**src/rtl/mmio_arbiter.sv**
```systemverilog
// Two-master arbiter for the 8-bit MMIO bus: decodes RAM vs. the PORT_ADDR output register.
// Optional macro ARB_FIXED_PRIORITY_EN: M0 always wins simultaneous requests (default: round-robin).
module mmio_arbiter #(
  parameter logic [7:0] PORT_ADDR  = 8'hFF,
  parameter int         RAM_RD_LAT = 1
) (
  input  logic       clk,
  input  logic       reset,
  input  logic       req0,
  input  logic       we0,
  input  logic [7:0] addr0,
  input  logic [7:0] wdata0,
  output logic       gnt0,
  output logic       done0,
  output logic [7:0] rdata0,
  input  logic       req1,
  input  logic       we1,
  input  logic [7:0] addr1,
  input  logic [7:0] wdata1,
  output logic       gnt1,
  output logic       done1,
  output logic [7:0] rdata1,
  output logic       ram_we,
  output logic       ram_re,
  output logic [7:0] ram_addr,
  output logic [7:0] ram_wdata,
  input  logic [7:0] ram_rdata,
  output logic [7:0] DataOut,
  output logic       busy
);

  typedef enum logic [1:0] {IDLE, ACCESS, RD_WAIT, DONE} state_t;

  state_t     state_reg, state_next;
  logic [1:0] wait_reg, wait_next;
  logic       owner_reg;
  logic       we_reg;
  logic [7:0] addr_reg;
  logic [7:0] wdata_reg;
  logic [7:0] dout_reg;
  logic [7:0] rdata0_reg, rdata1_reg;

  logic       win;
  logic       accept;
  logic       cap_rd;
  logic [7:0] cap_val;
  logic       port_hit;

  assign port_hit = (addr_reg == PORT_ADDR);

`ifdef ARB_FIXED_PRIORITY_EN
  // M0 takes any tie; with a single requester this reduces to "whoever asked".
  assign win = ~req0;
`else
  logic rr_reg;

  // rr names the master preferred on the next tie: the one not just served.
  always_ff @(posedge clk) begin
    if (reset) begin
      rr_reg <= 1'b0;
    end else if (state_reg == DONE) begin
      rr_reg <= ~owner_reg;
    end
  end

  assign win = (req0 & req1) ? rr_reg : req1;
`endif

  always_comb begin
    state_next = state_reg;
    wait_next  = wait_reg;
    accept     = 1'b0;
    cap_rd     = 1'b0;
    cap_val    = ram_rdata;
    case (state_reg)
      IDLE: begin
        if (req0 | req1) begin
          accept     = 1'b1;
          state_next = ACCESS;
        end
      end
      ACCESS: begin
        if (we_reg || port_hit) begin
          state_next = DONE;
        end else begin
          state_next = RD_WAIT;
          wait_next  = 2'(RAM_RD_LAT - 1);
        end
        if (!we_reg && port_hit) begin
          cap_rd  = 1'b1;
          cap_val = dout_reg;
        end
      end
      RD_WAIT: begin
        // wait_reg counts the remaining RD_WAIT cycles after this one.
        if (wait_reg == 2'd0) begin
          cap_rd     = 1'b1;
          state_next = DONE;
        end else begin
          wait_next = wait_reg - 2'd1;
        end
      end
      DONE: begin
        state_next = IDLE;
      end
      default: begin
        state_next = IDLE;
      end
    endcase
  end

  always_ff @(posedge clk) begin
    if (reset) begin
      state_reg  <= IDLE;
      wait_reg   <= 2'd0;
      owner_reg  <= 1'b0;
      we_reg     <= 1'b0;
      addr_reg   <= 8'h00;
      wdata_reg  <= 8'h00;
      dout_reg   <= 8'h00;
      rdata0_reg <= 8'h00;
      rdata1_reg <= 8'h00;
    end else begin
      state_reg <= state_next;
      wait_reg  <= wait_next;
      // The winner's request is copied once; later input changes cannot disturb it.
      if (accept) begin
        owner_reg <= win;
        we_reg    <= win ? we1 : we0;
        addr_reg  <= win ? addr1 : addr0;
        wdata_reg <= win ? wdata1 : wdata0;
      end
      if (state_reg == ACCESS && we_reg && port_hit) begin
        dout_reg <= wdata_reg;
      end
      if (cap_rd) begin
        if (owner_reg) begin
          rdata1_reg <= cap_val;
        end else begin
          rdata0_reg <= cap_val;
        end
      end
    end
  end

  assign busy      = (state_reg != IDLE);
  assign gnt0      = busy & ~owner_reg;
  assign gnt1      = busy & owner_reg;
  assign done0     = (state_reg == DONE) & ~owner_reg;
  assign done1     = (state_reg == DONE) & owner_reg;
  assign ram_we    = (state_reg == ACCESS) & we_reg & ~port_hit;
  assign ram_re    = (state_reg == ACCESS) & ~we_reg & ~port_hit;
  assign ram_addr  = addr_reg;
  assign ram_wdata = wdata_reg;
  assign DataOut   = dout_reg;
  assign rdata0    = rdata0_reg;
  assign rdata1    = rdata1_reg;

endmodule

```
**config.mk**
```make
export PLATFORM = sky130hd
export DESIGN_NAME = mmio_arbiter
export DESIGN_NICKNAME = d
export VERILOG_FILES = /design/src/rtl/mmio_arbiter.sv
export SDC_FILE = /design/constraint.sdc
export NUM_CORES = 1
export LEC_CHECK = 0
export CORE_MARGIN = 10
export CORE_UTILIZATION = 40
export CTS_CLUSTER_SIZE = 8
export DETAILED_ROUTE_END_ITERATION = 16
export PLACE_DENSITY_LB_ADDON = 0.2
export SYNTH_ARGS = -nofsm -noshare
export SYNTH_HDL_FRONTEND = slang
export SYNTH_SLANG_ARGS = --single-unit
```
**constraint.sdc**
```tcl
create_clock -name clk -period 2.1 [get_ports clk]
set_input_delay 0.315 -clock clk [delete_from_list [all_inputs] [get_ports clk]]
set_output_delay 0.315 -clock clk [all_outputs]
set_load 0.01 [all_outputs]
```
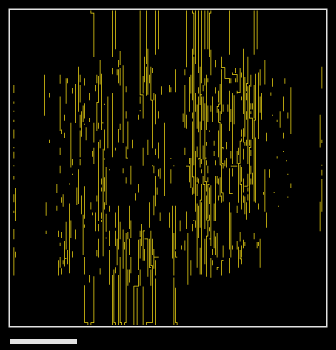
*Metal 2*
The bar under the picture is 20 um long.
wire length on this layer: 2720 um
share of all routed wire: 43%

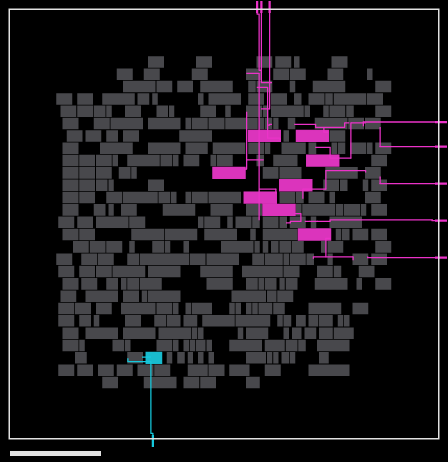
*Wires at chosen ports, followed through buffers*
The bar under the picture is 20 um long.
legend:
  cyan:
    port: we0
    bits: 1
    direction: input
    end_cells: 1
    buffers: 1
    wire: 24.5 um
  magenta:
    port: rdata0
    bits: 8
    direction: output
    end_cells: 8
    buffers: 8
    wire: 300 um

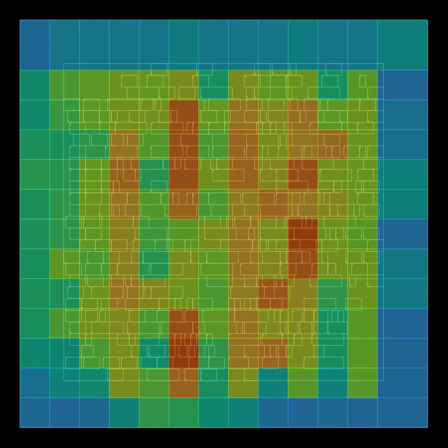
*Routing congestion*
Core Util, Final: 63.0%
met3 GRT Util: 8.17%
GR Util met1: 17.1%

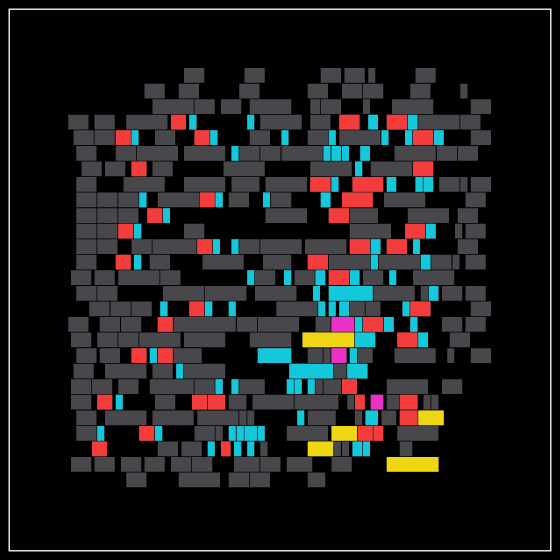
*Gate families picked out*
legend:
  magenta:
    family: and/or cells
    cells: 3
  yellow:
    family: fa/ha/maj cells
    cells: 5
  red:
    family: aoi and oai cells
    cells: 41
  cyan:
    family: nor cells
    cells: 80

==> changes_impl.md <==
### Implementation results

- DRC violations left: 0
- Hold Startpoint: reset
- P_leak: 1.41 nW
- Most numerous logic cell after layout: clkdlybuf4s50_1
- Worst clock skew: 0.00685 ns
- Ys cells: 242
- Critical path type: flip-flop to flip-flop
- DR vias: 2074
- Tally of yosys warning messages: 0
- Seq. pwr: 0.00129 W
- Largest net degree at the start of global routing: 36
- Post-synth seq share: 42.5%
- Flip-flops with a built-in enable: 0
- WL met1: 2770 um
- Final setup fails: 0
- Gate power share: 45.6%
- Power Total: 0.00355 W
- Max_cap viols: 0
- GRT Residual Overflow: 0
- Cell Rows: 27
- Pwr top: combinational logic
- Number of I/O pins: 93
- Ys flop type: dfxtp_1
- Vias in the first global route: 2095
- Fmax: 508 MHz
- Worst hold margin: 0.447 ns
- GRT Total Usage: 14.3%
- CTS Hold Buffers Added: 0
- Distinct lib cells used: 27
- Num Clock Sinks: 47
- Layout area overhead: 54.7%
- Sequential fraction of design power: 36.3%
- Cell taking the most area after synthesis: dfxtp_1
- Final hold vios: 0
- Crit path cell chain: inv_1, ha_4, nand2b_1, nor4_4, buf_4, nor3_1, a2111oi_1
- Floorplan utilization: 40.7%
- Clk pin slew, worst setup/hold paths: 0.09 ns
- Share of cells above drive strength 1: 9.23%
- Routed wire length: 6300 um
- Cell area after placement: 0.00325 mm2
- Sw Share: 36.1%
- Via density: 5.08
- Cell area leaders: dfxtp_1 42%, mux2i_1 12%, nor2_1 9.5%
- Outcome: complete, no violations
- # H-tree levels: 2
- Post-Syn Instances: 242
- First-pass GRT wire length: 10400 um
- Antenna violations before repair: 0
- Worst hold path class: primary input to flip-flop
- Number of diodes: 0
- Max Used Layer: met4
- Most frequent cells after synthesis: 56 x nor2_1, 47 x dfxtp_1, 26 x mux2i_1, 20 x nor3_1, 18 x a211oi_1
- FF-to-FF End: rdata0[6]$_SDFFE_PP0P_
- Clock root buffer: clkbuf_8
- Routed Antenna Nets: 0
- Synth Area per Inst: 9.15 um2
- Data arrival time of the worst path: 2.15 ns
- CP max stage cell: dfxtp_1
- TritonRoute pass-1 iters: 4
- Final Cell Area: 0.00343 mm2
- RSZ-0062 raised after global routing: no
- Worst skew pair latency: 0.30 ns
- Slew margin rel.: 61.4%
- Metal3 WL: 769 um
- Layout net count: 387
- Max IR drop VDD: 0.708 mV
- Top cells excl fill/tap: 87 x clkdlybuf4s50_1, 55 x nor2_1, 46 x dfxtp_1
- CP max FO: 8
- Clk pwr: 0.000643 W
- Reg-to-reg setup timing slack: 0.13 ns
- Longest Clk Path Bufs: 2
- Most common cell in the netlist: nor2_1
- Floorplan net count: 293
- GR peak layer: met2
- Power Combinational: 0.00162 W
- CTS buffer count: 5
- DRT iter0 DRCs: 72
- Int Pwr: 0.00227 W
- Slew @ Worst Pin: 0.577 ns
- Net Sw Power: 0.00128 W
- Fillcell total: 484
- Port Buffers: 92
- DP Wirelength: 5000 um
- WP buf/inv: 2
- Drt wl/cell: 15.4 um
- Flops after synth: 47
- PD cells: 1040 mW/mm2
- CP top delay family: simple AND/OR/NAND/NOR gates
- Tmin final: 1.97 ns
- Met2 Routed Length: 2720 um
- CTS tree: yes
- Hold depth: 2
- Period Utilization, post-route: 93.7%
- Syn Std Cell Area: 0.00221 mm2
- Worst-case reg-to-reg path depth: 7
- RR Startpoint: state_reg[1]$_SDFFE_PP0P_
- Startpoint Class: flip-flop
- Asr flop ratio synth: 0%
- Element type at the critical path end: flip-flop
- Die height: 94.4 um
- Grt met2 use: 21.5%
- Crit path DRT: 2.29 ns
- Clock share of power: 18.1%
- Pins Over Slew Limit: 0
- Die Size: 0.00891 mm2
- Yosys synthesis chip area: 0.00221 mm2
- GP Congestion: 0.800
- Max incr delay on CP: 0.38 ns
- Hold EP: state_reg[1]$_SDFFE_PP0P_
- Setup TNS Final: 0 ns
- Die X: 94.4 um
- Log Warnings: 29
- Core area: 0.00544 mm2
- Area share, top type: 42.5%
## through the flow
step | util (%) | instances | setup slack [ns]
final | 63.0 | 408 | 0.133
after global routing | 63.0 | 408 | 0.0152
after CTS | 61.9 | 406 | 0.00180
after detailed placement | 59.8 | 399 | -0.0361
after global placement | 59.8 | 399 | 0.0449
after floorplan | - | 242 | 0.326
## worst max-delay path by stage
stage,from,cells past startpoint,end
5_1_grt,state_reg[1]$_SDFFE_PP0P_,7,rdata0[2]$_SDFFE_PP0P_
4_1_cts,state_reg[1]$_SDFFE_PP0P_,5,ram_we
6_report,state_reg[1]$_SDFFE_PP0P_,7,rdata0[6]$_SDFFE_PP0P_
2_1_floorplan,state_reg[0]$_SDFFE_PP0P_,7,rdata0[5]$_SDFFE_PP0P_
3_5_place_dp,state_reg[0]$_SDFFE_PP0P_,5,rdata0[2]$_SDFFE_PP0P_
3_3_place_gp,state_reg[0]$_SDFFE_PP0P_,5,rdata0[7]$_SDFFE_PP0P_
## cell families (layout without fill, tap and decap cells)
group | after synthesis | after routing | synth area share (%)
simple gates | 94 | 94 | 22.1
buf+inv | 28 | 122 | 4.86
mux | 26 | 26 | 11.8
flops | 47 | 47 | 42.5
fa+ha+maj | 5 | 5 | 2.82
compound gates | 42 | 42 | 16.0
## final cells by class
type / instances / area (um2) / share of cell area, %
multi-input combinational: 167 / 1220 / 35.5
clock buffer: 5 / 68.8 / 2.01
timing repair buffer: 99 / 1010 / 29.5
inverter: 16 / 60.1 / 1.75
sequential: 47 / 942 / 27.5
clock inverter: 2 / 37.5 / 1.10
tap: 72 / 90.1 / 2.63
## what timing repair did
item / 4_1_cts / 5_1_grt
setup endpoints to repair: 9 / 20
gates resized: 3 / 9
setup buffers: 0 / 2
cloned: 0 / 0
pin swaps: 0 / 2
No activity file was given, so power comes from the tool's default toggle rates.
